File: config.mk
export PLATFORM = sky130hd
export DESIGN_NAME = uart_rx_fifo_flat
export DESIGN_NICKNAME = d
export VERILOG_FILES = /design/src/rtl/uart_rx_fifo_if.sv /design/src/rtl/uart_rx_fifo.sv /design/src/flat_wrapper.sv
export SDC_FILE = /design/constraint.sdc
export NUM_CORES = 1
export LEC_CHECK = 0
export ABC_AREA = 1
export CAP_MARGIN = 30
export CORE_MARGIN = 4
export CORE_UTILIZATION = 45
export CTS_CLUSTER_SIZE = 40
export DETAILED_ROUTE_END_ITERATION = 8
export HOLD_SLACK_MARGIN = 0.02
export SYNTH_ARGS = -nofsm -noshare
export SYNTH_HDL_FRONTEND = slang
export SYNTH_SLANG_ARGS = --single-unit
File: constraint.sdc
create_clock -name clk -period 2.5 [get_ports clk]
set_input_delay 0.5 -clock clk [delete_from_list [all_inputs] [get_ports clk]]
set_output_delay 0.5 -clock clk [all_outputs]
set_load 0.05 [all_outputs]
File: src/rtl/uart_rx_fifo_if.sv
// uart_rx_fifo_if: groups the receive-side and bus-side signals of the UART
// receive buffer.
//
// Signal semantics:
//   rx_valid is a one-cycle pulse. rx_byte and rx_error are qualified by it.
//   There is no back-pressure toward the core. A byte that arrives while the
//   FIFO is full is dropped and flagged through overrun.
//   pop, flush and clear_ovr are one-cycle strobes from the bus side.
//   rd_data and rd_err are the FIFO head (first-word-fall-through). They are
//   meaningful only while empty is 0.
//
// Modports:
//   master : the side that drives the core and the bus strobes (testbench or glue)
//   slave  : the FIFO itself
interface uart_rx_fifo_if #(
  parameter int DEPTH_LOG2 = 4
);
  logic                  rx_valid;
  logic [7:0]            rx_byte;
  logic                  rx_error;
  logic                  pop;
  logic                  flush;
  logic                  clear_ovr;
  logic [7:0]            rd_data;
  logic                  rd_err;
  logic                  empty;
  logic                  full;
  logic [DEPTH_LOG2:0]   count;
  logic                  overrun;
  logic [7:0]            err_cnt;
  logic                  irq;

  modport master (
    output rx_valid, rx_byte, rx_error, pop, flush, clear_ovr,
    input  rd_data, rd_err, empty, full, count, overrun, err_cnt, irq
  );

  modport slave (
    input  rx_valid, rx_byte, rx_error, pop, flush, clear_ovr,
    output rd_data, rd_err, empty, full, count, overrun, err_cnt, irq
  );
endinterface

File: src/rtl/uart_rx_fifo.sv
// uart_rx_fifo: first-word-fall-through receive buffer between the UART core
// and its bus slave. Each received byte is stored together with its
// framing-error bit. The block also provides occupancy, a sticky overrun
// flag, a saturating dropped-error counter and a registered threshold
// interrupt.
//
// Ports:
//   clk  : single clock, rising edge
//   rst  : asynchronous, active-high reset
//   bus  : uart_rx_fifo_if.slave
//          in : rx_valid/rx_byte/rx_error, pop, flush, clear_ovr
//          out: rd_data/rd_err, empty, full, count, overrun, err_cnt, irq
//
// Parameters:
//   DEPTH_LOG2 : depth is 2**DEPTH_LOG2 entries (1..8)
//   THRESHOLD  : irq asserts when count >= THRESHOLD
//   DROP_ERR   : 1 = error bytes are discarded and counted;
//                0 = error bytes are stored with their error bit
module uart_rx_fifo #(
  parameter int DEPTH_LOG2 = 4,
  parameter int THRESHOLD  = 8,
  parameter int DROP_ERR   = 0
) (
  input  logic           clk,
  input  logic           rst,
  uart_rx_fifo_if.slave  bus
);
  localparam int DEPTH = 1 << DEPTH_LOG2;
  localparam bit DROP  = (DROP_ERR != 0);

  typedef logic [DEPTH_LOG2-1:0] ptr_t;
  typedef logic [DEPTH_LOG2:0]   cnt_t;

  localparam cnt_t DEPTH_C  = cnt_t'(DEPTH);
  localparam cnt_t THRESH_C = cnt_t'(THRESHOLD);

  logic [8:0] mem [DEPTH];
  ptr_t       wp;
  ptr_t       rp;
  cnt_t       count_q;
  cnt_t       count_nxt;
  logic       overrun_q;
  logic [7:0] err_cnt_q;
  logic       irq_q;

  logic       push_req;
  logic       drop_evt;
  logic       pop_ok;
  logic       is_full;
  logic       do_push;
  logic       ovr_evt;
  logic       wr_err;

  // Error bytes never reach storage when DROP is set, so the stored
  // error bit can only be 0 in that configuration.
  assign push_req = bus.rx_valid && !(DROP && bus.rx_error);
  assign drop_evt = DROP && bus.rx_valid && bus.rx_error;
  assign wr_err   = DROP ? 1'b0 : bus.rx_error;

  assign is_full  = (count_q == DEPTH_C);
  assign pop_ok   = bus.pop && (count_q != '0);
  // A pop in the same cycle frees the slot, so a full FIFO can still accept.
  assign do_push  = push_req && (!is_full || pop_ok);
  // A flush discards the incoming byte on purpose. That is not an overrun.
  assign ovr_evt  = push_req && is_full && !pop_ok && !bus.flush;

  always_comb begin
    count_nxt = count_q;
    if (bus.flush) begin
      count_nxt = '0;
    end else if (do_push && !pop_ok) begin
      count_nxt = count_q + cnt_t'(1);
    end else if (!do_push && pop_ok) begin
      count_nxt = count_q - cnt_t'(1);
    end
  end

  always_ff @(posedge clk or posedge rst) begin
    if (rst) begin
      wp        <= '0;
      rp        <= '0;
      count_q   <= '0;
      overrun_q <= 1'b0;
      err_cnt_q <= '0;
      irq_q     <= 1'b0;
    end else begin
      if (bus.flush) begin
        wp <= '0;
        rp <= '0;
      end else begin
        if (do_push) wp <= wp + ptr_t'(1);
        if (pop_ok)  rp <= rp + ptr_t'(1);
      end
      count_q <= count_nxt;
      // Registered from the next count so irq moves in the same cycle as count.
      irq_q   <= (count_nxt >= THRESH_C);
      // A new overrun takes priority over a coincident clear.
      if (ovr_evt) begin
        overrun_q <= 1'b1;
      end else if (bus.clear_ovr) begin
        overrun_q <= 1'b0;
      end
      if (drop_evt && (err_cnt_q != 8'hFF)) begin
        err_cnt_q <= err_cnt_q + 8'd1;
      end
    end
  end

  // Storage is not reset. The head is don't-care while the FIFO is empty.
  always_ff @(posedge clk) begin
    if (do_push && !bus.flush) begin
      mem[wp] <= {wr_err, bus.rx_byte};
    end
  end

  assign bus.rd_data = mem[rp][7:0];
  assign bus.rd_err  = DROP ? 1'b0 : mem[rp][8];
  assign bus.empty   = (count_q == '0);
  assign bus.full    = is_full;
  assign bus.count   = count_q;
  assign bus.overrun = overrun_q;
  assign bus.err_cnt = err_cnt_q;
  assign bus.irq     = irq_q;
endmodule

File: src/flat_wrapper.sv
// flat-port wrapper written by rule: the top's interface ports become plain ports
module uart_rx_fifo_flat 
#(
  parameter int DEPTH_LOG2 = 4,
  parameter int THRESHOLD  = 8,
  parameter int DROP_ERR   = 0
)
  (clk, rst, bus_rx_valid, bus_rx_byte, bus_rx_error, bus_pop, bus_flush, bus_clear_ovr, bus_rd_data, bus_rd_err, bus_empty, bus_full, bus_count, bus_overrun, bus_err_cnt, bus_irq);
  uart_rx_fifo_if #(.DEPTH_LOG2(DEPTH_LOG2)) bus_i ();
  input  logic clk;
  input  logic rst;
  input wire logic [$bits(bus_i.rx_valid)-1:0] bus_rx_valid;
  input wire logic [$bits(bus_i.rx_byte)-1:0] bus_rx_byte;
  input wire logic [$bits(bus_i.rx_error)-1:0] bus_rx_error;
  input wire logic [$bits(bus_i.pop)-1:0] bus_pop;
  input wire logic [$bits(bus_i.flush)-1:0] bus_flush;
  input wire logic [$bits(bus_i.clear_ovr)-1:0] bus_clear_ovr;
  output wire logic [$bits(bus_i.rd_data)-1:0] bus_rd_data;
  output wire logic [$bits(bus_i.rd_err)-1:0] bus_rd_err;
  output wire logic [$bits(bus_i.empty)-1:0] bus_empty;
  output wire logic [$bits(bus_i.full)-1:0] bus_full;
  output wire logic [$bits(bus_i.count)-1:0] bus_count;
  output wire logic [$bits(bus_i.overrun)-1:0] bus_overrun;
  output wire logic [$bits(bus_i.err_cnt)-1:0] bus_err_cnt;
  output wire logic [$bits(bus_i.irq)-1:0] bus_irq;
  assign bus_i.rx_valid = bus_rx_valid;
  assign bus_i.rx_byte = bus_rx_byte;
  assign bus_i.rx_error = bus_rx_error;
  assign bus_i.pop = bus_pop;
  assign bus_i.flush = bus_flush;
  assign bus_i.clear_ovr = bus_clear_ovr;
  assign bus_rd_data = bus_i.rd_data;
  assign bus_rd_err = bus_i.rd_err;
  assign bus_empty = bus_i.empty;
  assign bus_full = bus_i.full;
  assign bus_count = bus_i.count;
  assign bus_overrun = bus_i.overrun;
  assign bus_err_cnt = bus_i.err_cnt;
  assign bus_irq = bus_i.irq;
  uart_rx_fifo #(.DEPTH_LOG2(DEPTH_LOG2), .THRESHOLD(THRESHOLD), .DROP_ERR(DROP_ERR)) u_core (.clk(clk), .rst(rst), .bus(bus_i));
endmodule
**Selected gate families**

Bar = 50 um.
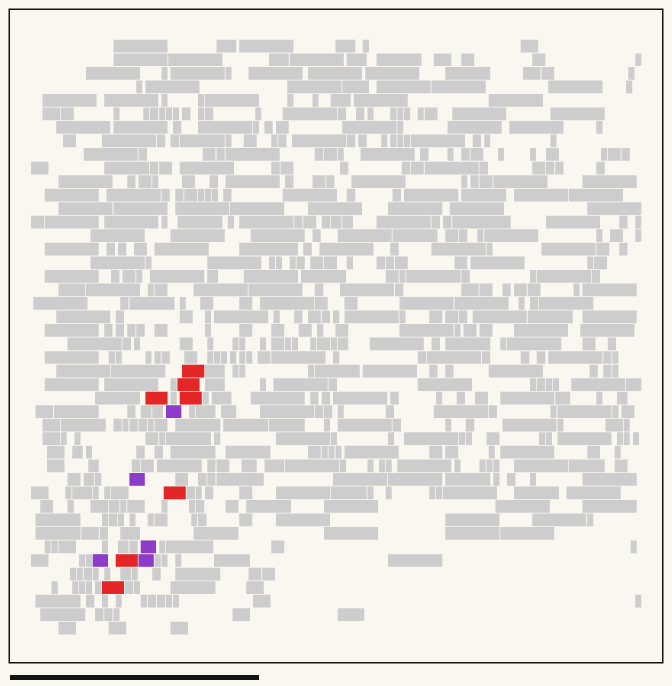
Key: red = adder and majority cells [cells 7]; purple = XOR/XNOR gates [cells 5, where lower left]
Comb area share: 22.1%
final std cells w/o fill: 831

**Routing congestion map**

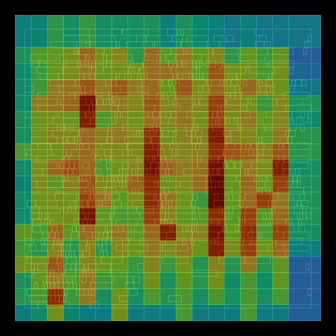
fin util: 55.8%
M1 GR Usage: 26.7%
gr usage total: 19.9%
WL per Instance: 19.8 um
met3 usage: 4.31%

**Cell classes on the final placement**

Bar = 50 um.
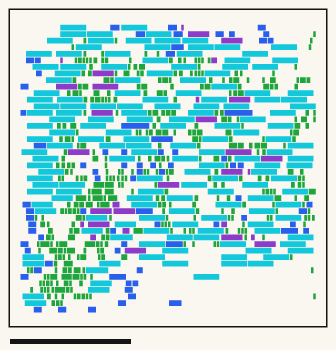
Key: green = all other logic [cells 383, share of their area 24%]; cyan = flops [cells 159, share of their area 59%]; purple = clock drivers and dummy loads [cells 30, share of their area 6.9%]; blue = other buffers and delay cells [cells 75, share of their area 9.7%]
Rows: 44
Core ar.: 0.0147 sq mm
design area: 0.00820 sq mm

**Where the registers sit**

Bar = 50 um. Other sequential cells in the stronger grey, the rest of the logic in the fainter grey.
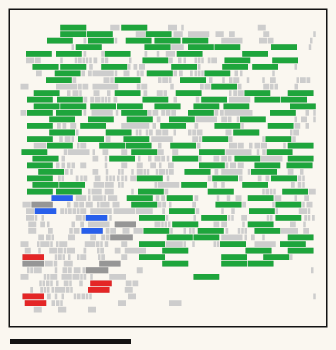
Key: blue = `u_core.wp` [placed flops 4]; red = `u_core.bus.count` [placed flops 5, where lower left]; green = `u_core.mem` [placed flops 144]
Seq. cell area: 0.00470 sq mm
sequential fraction of total cell area: 57.4%
seq pwr: 3.01 mW

power by group through the flow:
stage	clock network (mW)	logic (mW)	registers [mW]
after floorplan	0	0.929	3.11
after global placement	0	1.41	3.05
after detailed placement	0	1.43	3.05
after CTS	2.46	1.55	3.00
after global routing	2.58	1.73	3.01
final	2.43	1.60	3.01
path summary, 6_finish.rpt:
check | to | slack (ns)
max | bus_rd_data[7] | -0.03
min | u_core.bus.count[4]$_DFF_PP0_ | 0.43
max reg2reg | u_core.mem[8][1]$_DFFE_PP_ | 0.34
min reg2reg | u_core.bus.overrun$_DFFE_PP0P_ | 0.55
max in group asynchronous | u_core.rp[0]$_DFFE_PP0P_ | 1.64
min in group clk | u_core.bus.overrun$_DFFE_PP0P_ | 0.55
synth_stat cells:
cell type and count:
conb_1 1, inv_1 27, inv_2 1, nor3_1 2, o21ai_0 78, clkbuf_1 14, nand2_1 36, nor2_1 123
buf_6 6, o22ai_1 1, a21oi_1 8, o211ai_1 36, xnor2_1 1, o21ai_1 1, inv_4 2, dfrtp_1 15
nand3_2 3, nor2_4 1, nand2_4 5, a211oi_1 1, o31ai_1 2, buf_1 3, buf_4 9, nand2_2 3
edfxtp_1 144, xor2_1 4, ha_1 7, nand3_1 30, buf_2 7, nand4_1 3
cell families after synthesis:
family	share of synthesized area [%]
flip-flops	69.0
AND/OR/NAND/NOR	13.1
adder cells (fa/ha/maj)	1.29
other	0.0550
XOR/XNOR	0.643
buffers and inverters	5.16
AND-OR/OR-AND	10.8
state kept, by name, indices dropped and copies added, names as in the netlist:
register / count
u_core.bus.count: 5
u_core.bus.irq: 1
u_core.bus.overrun: 1
u_core.mem: 144
u_core.rp: 4
u_core.wp: 4
==> out/qor.csv <==
metric,value,unit
hp-class,primary input to asynchronous set/reset pin,
finClkSkew,0.00939,ns
layout.area.comb,0.00181,sq mm
dieWidth,131,um
antenna_found_initial,0,
clk_latency,0.42,ns
netlist.area_leader.share,63.5,%
n_antenna_cell,0,
hpwlAfterDp,10.4,mm
ys_seq_share,69.0,%
slowest_stage,dfrtp_2,
power_frac_comb,22.7,%
path_clk_slew,0.06,ns
drc,0,
postCtsResizedCells,18,
syn_area_per_cell,11.9,sq um
internal-power,4.96,mW
cts_made_buffers,17,
grt_setup_unrepaired,true,
n_all_buffers,75,
powerDensity,858,mW/mm^2
switching_share,29.5,%
numPortBuffers,32,
crit_type,register to output pin,
synth_cell_types,30,
cap_violations,0,
crit_path_start_kind,register,
cts_tree,done,
grt_max_degree,76,
vias,4547,
regToRegStartpoint,u_core.bus.count[0]$_DFF_PP0_,
buf_share,9.45,%
r2r_cells,12,
cp_cell_sequence,buf_12 > o21ai_0 > o211ai_1 > nand3_1 > nand2_1 > buf_4,
wl_met3,817,um
met1Wirelength,7.33,mm
place_area,0.00744,sq mm
crit_cells,6,
hold_viol_final,0,
drt_iter0_drc,296,
final-setup-viol-count,3,
htreeDepth,4,
wl,16.5,mm
slowest_delay,0.45,ns
design.seq.count,159,
cp.required,2.00,ns
outcome,finished with violations,
postCtsHoldBufs,0,
n_fill_cell,1240,
layout_top_cells,"144 x edfxtp_1, 122 x nor2_1, 71 x o21ai_0",
globalRouteOverflowTotal,0,
ys_chip_area,0.00681,sq mm
drive_gt1_share,16.5,%
clkCellAreaFrac,6.73,%
post_cts_buffers,4,
clkbuf_count,18,
mostFrequentLayoutCell,edfxtp_1,
die_h,131,um
cp_num_buf_inv,2,
finalPower,7.04,mW
chipArea,0.0172,sq mm
crit_family,buffers and inverters,
p_seq_share,42.7,%
wl_met2,7.84,mm
cts.sinks,159,
warning_count,33,
tap_cells,184,
pre_cts_slack,0.195,ns
peakVddDrop,0.434,mV
slew-limit-headroom,61.4,%
synth_area,0.00681,sq mm
grt_pass1_wl,24.8,mm
n_all_inverters,30,
synth.area.top_cells,"edfxtp_1 63%, nor2_1 6.8%, o21ai_0 5.7%, dfrtp_1 5.5%, o211ai_1 4.0%",
viasPerCell,5.47,
comb.multi_input.count,353,
fp_util,46.3,%
largest_class,flip-flops and latches,
dr.max_layer_used,met4,
fmax,395,MHz
timing.hold.ws,0.433,ns
top_usage_layer,met2,
arrival,2.03,ns
p_sw,2.08,mW
leakagePower,2.99,nW
finalClockPeriodUsage,101,%
cp-startpoint,u_core.rp[0]$_DFFE_PP0P_,
tns,-0.0455,ns
yosysWarnings,0,
place.gp.congestion,0.805,
area_growth,20.3,%
first_global_vias,4492,
drv_slew,0,
fin_ws,-0.0329,ns
violations,setup timing,
root_buffer,clkbuf_16,
use_met2,31.5,%
ys_ff,159,
yosysTopAreaCell,edfxtp_1,
fin_crit,2.53,ns
drtPass1Iterations,5,
critPathMaxFanout,55,
p_clk_share,34.6,%
ant_nets,0,
nets,658,
endpoint_kind,output pin,
place_inst,794,
synth_cells,574,
worst_pin_slew,0.579,ns
clk_path_buf_depth,2,
synth.yosys.num_cells,574,
ios,41,
No activity file was given, so power comes from the tool's default toggle rates.
